**config.mk**
```make
export PLATFORM = sky130hd
export DESIGN_NAME = switch_word_loader
export DESIGN_NICKNAME = d
export VERILOG_FILES = /design/src/rtl/switch_word_loader_pkg.sv /design/src/rtl/switch_word_loader_debouncer.sv /design/src/rtl/switch_word_loader.sv
export SDC_FILE = /design/constraint.sdc
export NUM_CORES = 1
export LEC_CHECK = 0
export CAP_MARGIN = 0
export CORE_MARGIN = 10
export CORE_UTILIZATION = 56
export CTS_CLUSTER_DIAMETER = 40
export DETAILED_ROUTE_END_ITERATION = 8
export GPL_TIMING_DRIVEN = 1
export PLACE_DENSITY = 0.85
export SLEW_MARGIN = 20
export SYNTH_ARGS = -nofsm -noshare
export SYNTH_HDL_FRONTEND = slang
export SYNTH_HIERARCHICAL = 1
export SYNTH_SLANG_ARGS = --single-unit
```
**constraint.sdc**
```tcl
create_clock -name clk -period 4.5 [get_ports clk]
set_input_delay 0.675 -clock clk [delete_from_list [all_inputs] [get_ports clk]]
set_output_delay 0.675 -clock clk [all_outputs]
set_load 0.01 [all_outputs]
```
**src/rtl/switch_word_loader_pkg.sv**
```systemverilog
// Shared types and constants for the switch word loader.
package switch_word_loader_pkg;

  // Button-level acceptance time: 5 ms at 50 MHz.
  localparam int DEBOUNCE_DEFAULT = 250000;

  localparam int HALF_W = 16;
  localparam int WORD_W = 32;

  // Entry sequence: low half, high half, then offer the word.
  typedef enum logic [1:0] {
    LOAD_LO = 2'd0,
    LOAD_HI = 2'd1,
    SEND    = 2'd2
  } state_t;

endpackage

```
**src/rtl/switch_word_loader_debouncer.sv**
```systemverilog
// Debouncer for one active-low pushbutton: 2-FF synchronizer, stability
// counter, and a one-cycle pulse when the accepted level goes 1->0.
module button_debouncer #(
  parameter int DEBOUNCE_CYCLES = 250000,
  parameter int CNT_W           = 18
) (
  input  logic clk,
  input  logic reset,
  input  logic btn_n,
  output logic stable,
  output logic press_pulse
);

  localparam logic [CNT_W-1:0] LAST = CNT_W'(DEBOUNCE_CYCLES - 1);

  logic             sync1;
  logic             sync2;
  logic [CNT_W-1:0] cnt;
  logic             accept;

  // The candidate level has differed from the accepted level for long enough.
  assign accept = (sync2 != stable) && (cnt == LAST);

  // Bring the raw button into the clock domain.
  // NOTE: synchronizers reset to 1 (released) so leaving reset never looks like a press.
  always_ff @(posedge clk or posedge reset) begin
    if (reset) begin
      sync1 <= 1'b1;
      sync2 <= 1'b1;
    end else begin
      // NOTE: non-blocking assignments so sync2 takes sync1's old value, forming two real flops.
      sync1 <= btn_n;
      sync2 <= sync1;
    end
  end

  // Count consecutive cycles the synchronized level differs from the accepted one.
  always_ff @(posedge clk or posedge reset) begin
    if (reset) begin
      cnt         <= '0;
      stable      <= 1'b1;
      press_pulse <= 1'b0;
    end else begin
      press_pulse <= accept && !sync2;
      if (sync2 == stable) begin
        cnt <= '0;
      end else if (accept) begin
        stable <= sync2;
        cnt    <= '0;
      end else begin
        cnt <= cnt + CNT_W'(1);
      end
    end
  end

endmodule

```
**src/rtl/switch_word_loader.sv**
```systemverilog
// Assembles a 32-bit word from two 16-bit switch entries (low half first)
// and offers it to the processor on a valid/ready handshake.
module switch_word_loader
  import switch_word_loader_pkg::*;
#(
  parameter int DEBOUNCE_CYCLES = DEBOUNCE_DEFAULT,
  parameter int CNT_W           = 18
) (
  input  logic              clk,
  input  logic              reset,
  input  logic [HALF_W-1:0] switch,
  input  logic              load_n,
  input  logic              cancel_n,
  output logic [WORD_W-1:0] data_out,
  output logic              data_valid,
  input  logic              data_ready,
  output logic [WORD_W-1:0] staged_word,
  output logic              need_high,
  output logic              busy
);

  state_t            state, state_d;
  logic [WORD_W-1:0] staged_d;
  logic [WORD_W-1:0] data_out_d;
  logic              load_pulse;
  logic              cancel_pulse;

  button_debouncer #(
    .DEBOUNCE_CYCLES(DEBOUNCE_CYCLES),
    .CNT_W          (CNT_W)
  ) u_load_db (
    .clk        (clk),
    .reset      (reset),
    .btn_n      (load_n),
    .stable     (),
    .press_pulse(load_pulse)
  );

  button_debouncer #(
    .DEBOUNCE_CYCLES(DEBOUNCE_CYCLES),
    .CNT_W          (CNT_W)
  ) u_cancel_db (
    .clk        (clk),
    .reset      (reset),
    .btn_n      (cancel_n),
    .stable     (),
    .press_pulse(cancel_pulse)
  );

  // State and word registers; reset discards any partial or offered word.
  always_ff @(posedge clk or posedge reset) begin
    if (reset) begin
      state       <= LOAD_LO;
      staged_word <= '0;
      data_out    <= '0;
    end else begin
      state       <= state_d;
      staged_word <= staged_d;
      data_out    <= data_out_d;
    end
  end

  // Next-state and word updates; cancel outranks load, and SEND ignores both.
  always_comb begin
    // NOTE: every output of this block gets a default first so no path infers a latch.
    state_d    = state;
    staged_d   = staged_word;
    data_out_d = data_out;
    unique case (state)
      LOAD_LO: begin
        if (cancel_pulse) begin
          staged_d = '0;
        end else if (load_pulse) begin
          staged_d = {{HALF_W{1'b0}}, switch};
          state_d  = LOAD_HI;
        end
      end
      LOAD_HI: begin
        if (cancel_pulse) begin
          staged_d = '0;
          state_d  = LOAD_LO;
        end else if (load_pulse) begin
          staged_d   = {switch, staged_word[HALF_W-1:0]};
          data_out_d = {switch, staged_word[HALF_W-1:0]};
          state_d    = SEND;
        end
      end
      SEND: begin
        if (data_ready) state_d = LOAD_LO;
      end
      default: state_d = LOAD_LO;
    endcase
  end

  assign data_valid = (state == SEND);
  assign busy       = (state == SEND);
  assign need_high  = (state == LOAD_HI);

endmodule

```
### Metal 1

Scale bar: 20 µm.
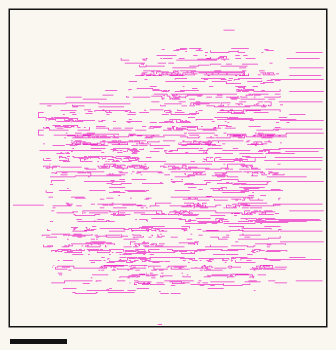
nets with wire on the layer: 488
wire length on this layer: 4480 µm
longest straight run: 27.6 µm
main direction: horizontal
share of all routed wire: 42%

### Ports around the boundary

Scale bar: 20 µm. Pins as bars across the die edge, other pins in grey.
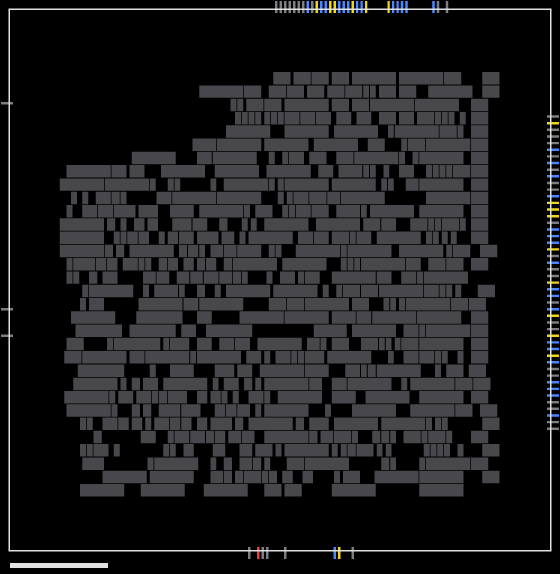
[switch] yellow | pins: 16 | direction: input | edge: 9 east, 6 north, 1 south
[busy] red | pins: 1 | direction: output | edge: south
[staged_word] blue | pins: 32 | direction: output | edge: 18 east, 13 north, 1 south
all pins by edge: 48 east, 29 north, 8 south, 3 west
die height: 110.6 µm
IO Port Bufs: 87
Die W: 110.6 µm

==> impl_metrics.yaml <==
# yosys + openroad results
status:
  run_status: "finished, final reports clean"
worst_setup_path:
  start_kind: "register"
  ff2ff_setup_slack_ns: 2.59
  crit_type: "reg2out"
  end_kind: "output pin"
  critPathRequiredTime_ns: 3.83
  cp-endpoint: "busy"
  r2r_end: "u_load_db/cnt[4]"
  reg2reg_from: "u_load_db/cnt[0]"
  startpoint: "state[1]"
  reg2reg_depth: 4
global_route:
  grt_max_degree: 50
place:
  dpl.cell_count: 604
  gp_congestion: 0.8164
  place_hpwl_mm: 7.885
route:
  post_drt_wl_per_cell_um: 17.08
  via_per_inst: 5.616
  drt_iter0_markers: 154
  drc_errors: 0
hold_path:
  holdPathStages: 0
clocking:
  cts_made_buffers: 9
  cts.sinks: 110
  path_clk_slew_ns: 0.11
cells_and_area:
  post-route-util_pct: 72.69
  layout_top_cells: "107 x nand2_1, 104 x dfrtp_1, 87 x clkdlybuf4s50_1"
  area_delta_synth_final_pct: 24.22
synthesis:
  ys_top_logic_family: "simple AND/OR/NAND/NOR gates"
  synthTopCellsByCount: "107 x nand2_1, 104 x dfrtp_1, 37 x nor2_1, 25 x a22o_1, 23 x xnor2_1"
  ys_area_um2: 4592
  synthAdderAreaFrac_pct: 0.5450
  synth_area_per_cell_um2: 10.73
  mux_share_pct: 0.4905
  synthArstFlopShare_pct: 100.0
  ys.flop_type: "dfrtp_1"
  synth.cell_area_um2: 4592
  fp_nets: 451
  synthCells: 428
pwr:
  p_leak_nw: 2.505
  p_per_area_nw_per_um2: 280.6
timing:
  worst_hold_slack_ns: 0.3626
  final.period_utilization_pct: 55.54
  final.setup.worst_slack_ns: 2.001
  report.final.slew_viol_count: 0
  fin_worst_skew_ns: 0.01230
die:
  placementRows: 32
### A small window of the routed layout

Scale bar: 20 µm. Region (30, 52) to (80, 102) µm. Cells in grey, sequential cells in the stronger grey; small squares are vias.
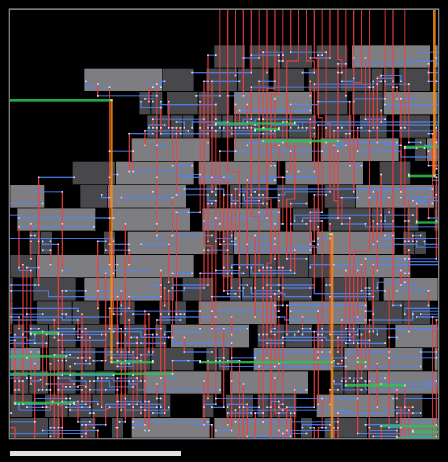
[met1] blue
[met4] orange
[met2] red
[met3] green
most frequent: nand2_1 (42), dfrtp_1 (35), clkdlybuf4s50_1 (26)
cells with their middle in the window: 159
netlist names of flops here include: staged_word (15), data_out (14), u_cancel_db/cnt (6)
sequential cells in the window: 35

### Register map, names as in the netlist

Scale bar: 20 µm. Other sequential cells in the stronger grey, the rest of the logic in the fainter grey.
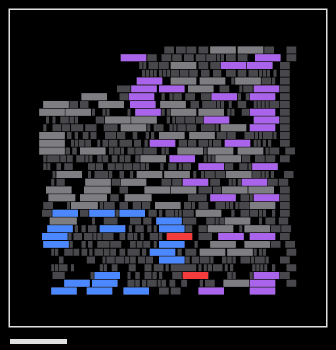
[u_load_db/cnt] blue | flops: 18
[state] red | flops: 2
[data_out] purple | flops: 32
sequential power: 1.00 mW
flop share of the area: 48.39%

## final cells by class
class / count / area (µm²) / share of cell area, %
Multi-Input combinational cell: 290 / 1695 / 29.72
Sequential cell: 110 / 2760 / 48.39
Antenna cell: 1 / 2.502 / 0.04387
Inverter: 12 / 46.29 / 0.8116
Clock buffer: 9 / 123.9 / 2.172
Tap cell: 102 / 127.6 / 2.237
Timing Repair Buffer: 90 / 893.4 / 15.66
Clock inverter: 6 / 55.05 / 0.9651
## layer usage
layer,vias up,track usage [%],part of all wire [%]
met1,1726,21.26,42
met2,112,28.33,50
met4,0,5.354,0.95
li1,1635,-,-
met5,-,0,0
met3,9,3.512,6.2
## power by group
part	total (mW)	internal (mW)	switching, mW
logic	0.0576	0.0218	0.0358
registers	1.00	0.996	0.00538
clock network	0.542	0.209	0.333
## kinds of logic (layout without fill, tap and decap cells)
| family | count (synthesis) | after routing |
|---|---|---|
| other cells | 0 | 1 |
| simple gates | 209 | 209 |
| fa+ha+maj | 2 | 2 |
| buf+inv | 28 | 117 |
| compound gates | 48 | 48 |
| xor+xnor | 29 | 29 |
| flops | 110 | 110 |
| mux | 2 | 2 |
## sequential cells by signal, summed over array words and instances (netlist names)
| register | cells |
|---|---|
| u_cancel_db/sync1 | 1 |
| u_load_db/press_pulse | 1 |
| data_out | 32 |
| u_cancel_db/stable | 1 |
| u_cancel_db/cnt | 18 |
| u_load_db/stable | 1 |
| u_load_db/sync2 | 1 |
| u_cancel_db/sync2 | 1 |
| u_cancel_db/press_pulse | 1 |
| state | 2 |
| u_load_db/cnt | 18 |
| staged_word | 32 |
| u_load_db/sync1 | 1 |
## critical path: cells and delay by family (launching register included)
kind	cells	cell delay, ns
flops	1	0.67
buf+inv	2	0.65
simple gates	1	0.14
Power and IR drop assume default switching activity.
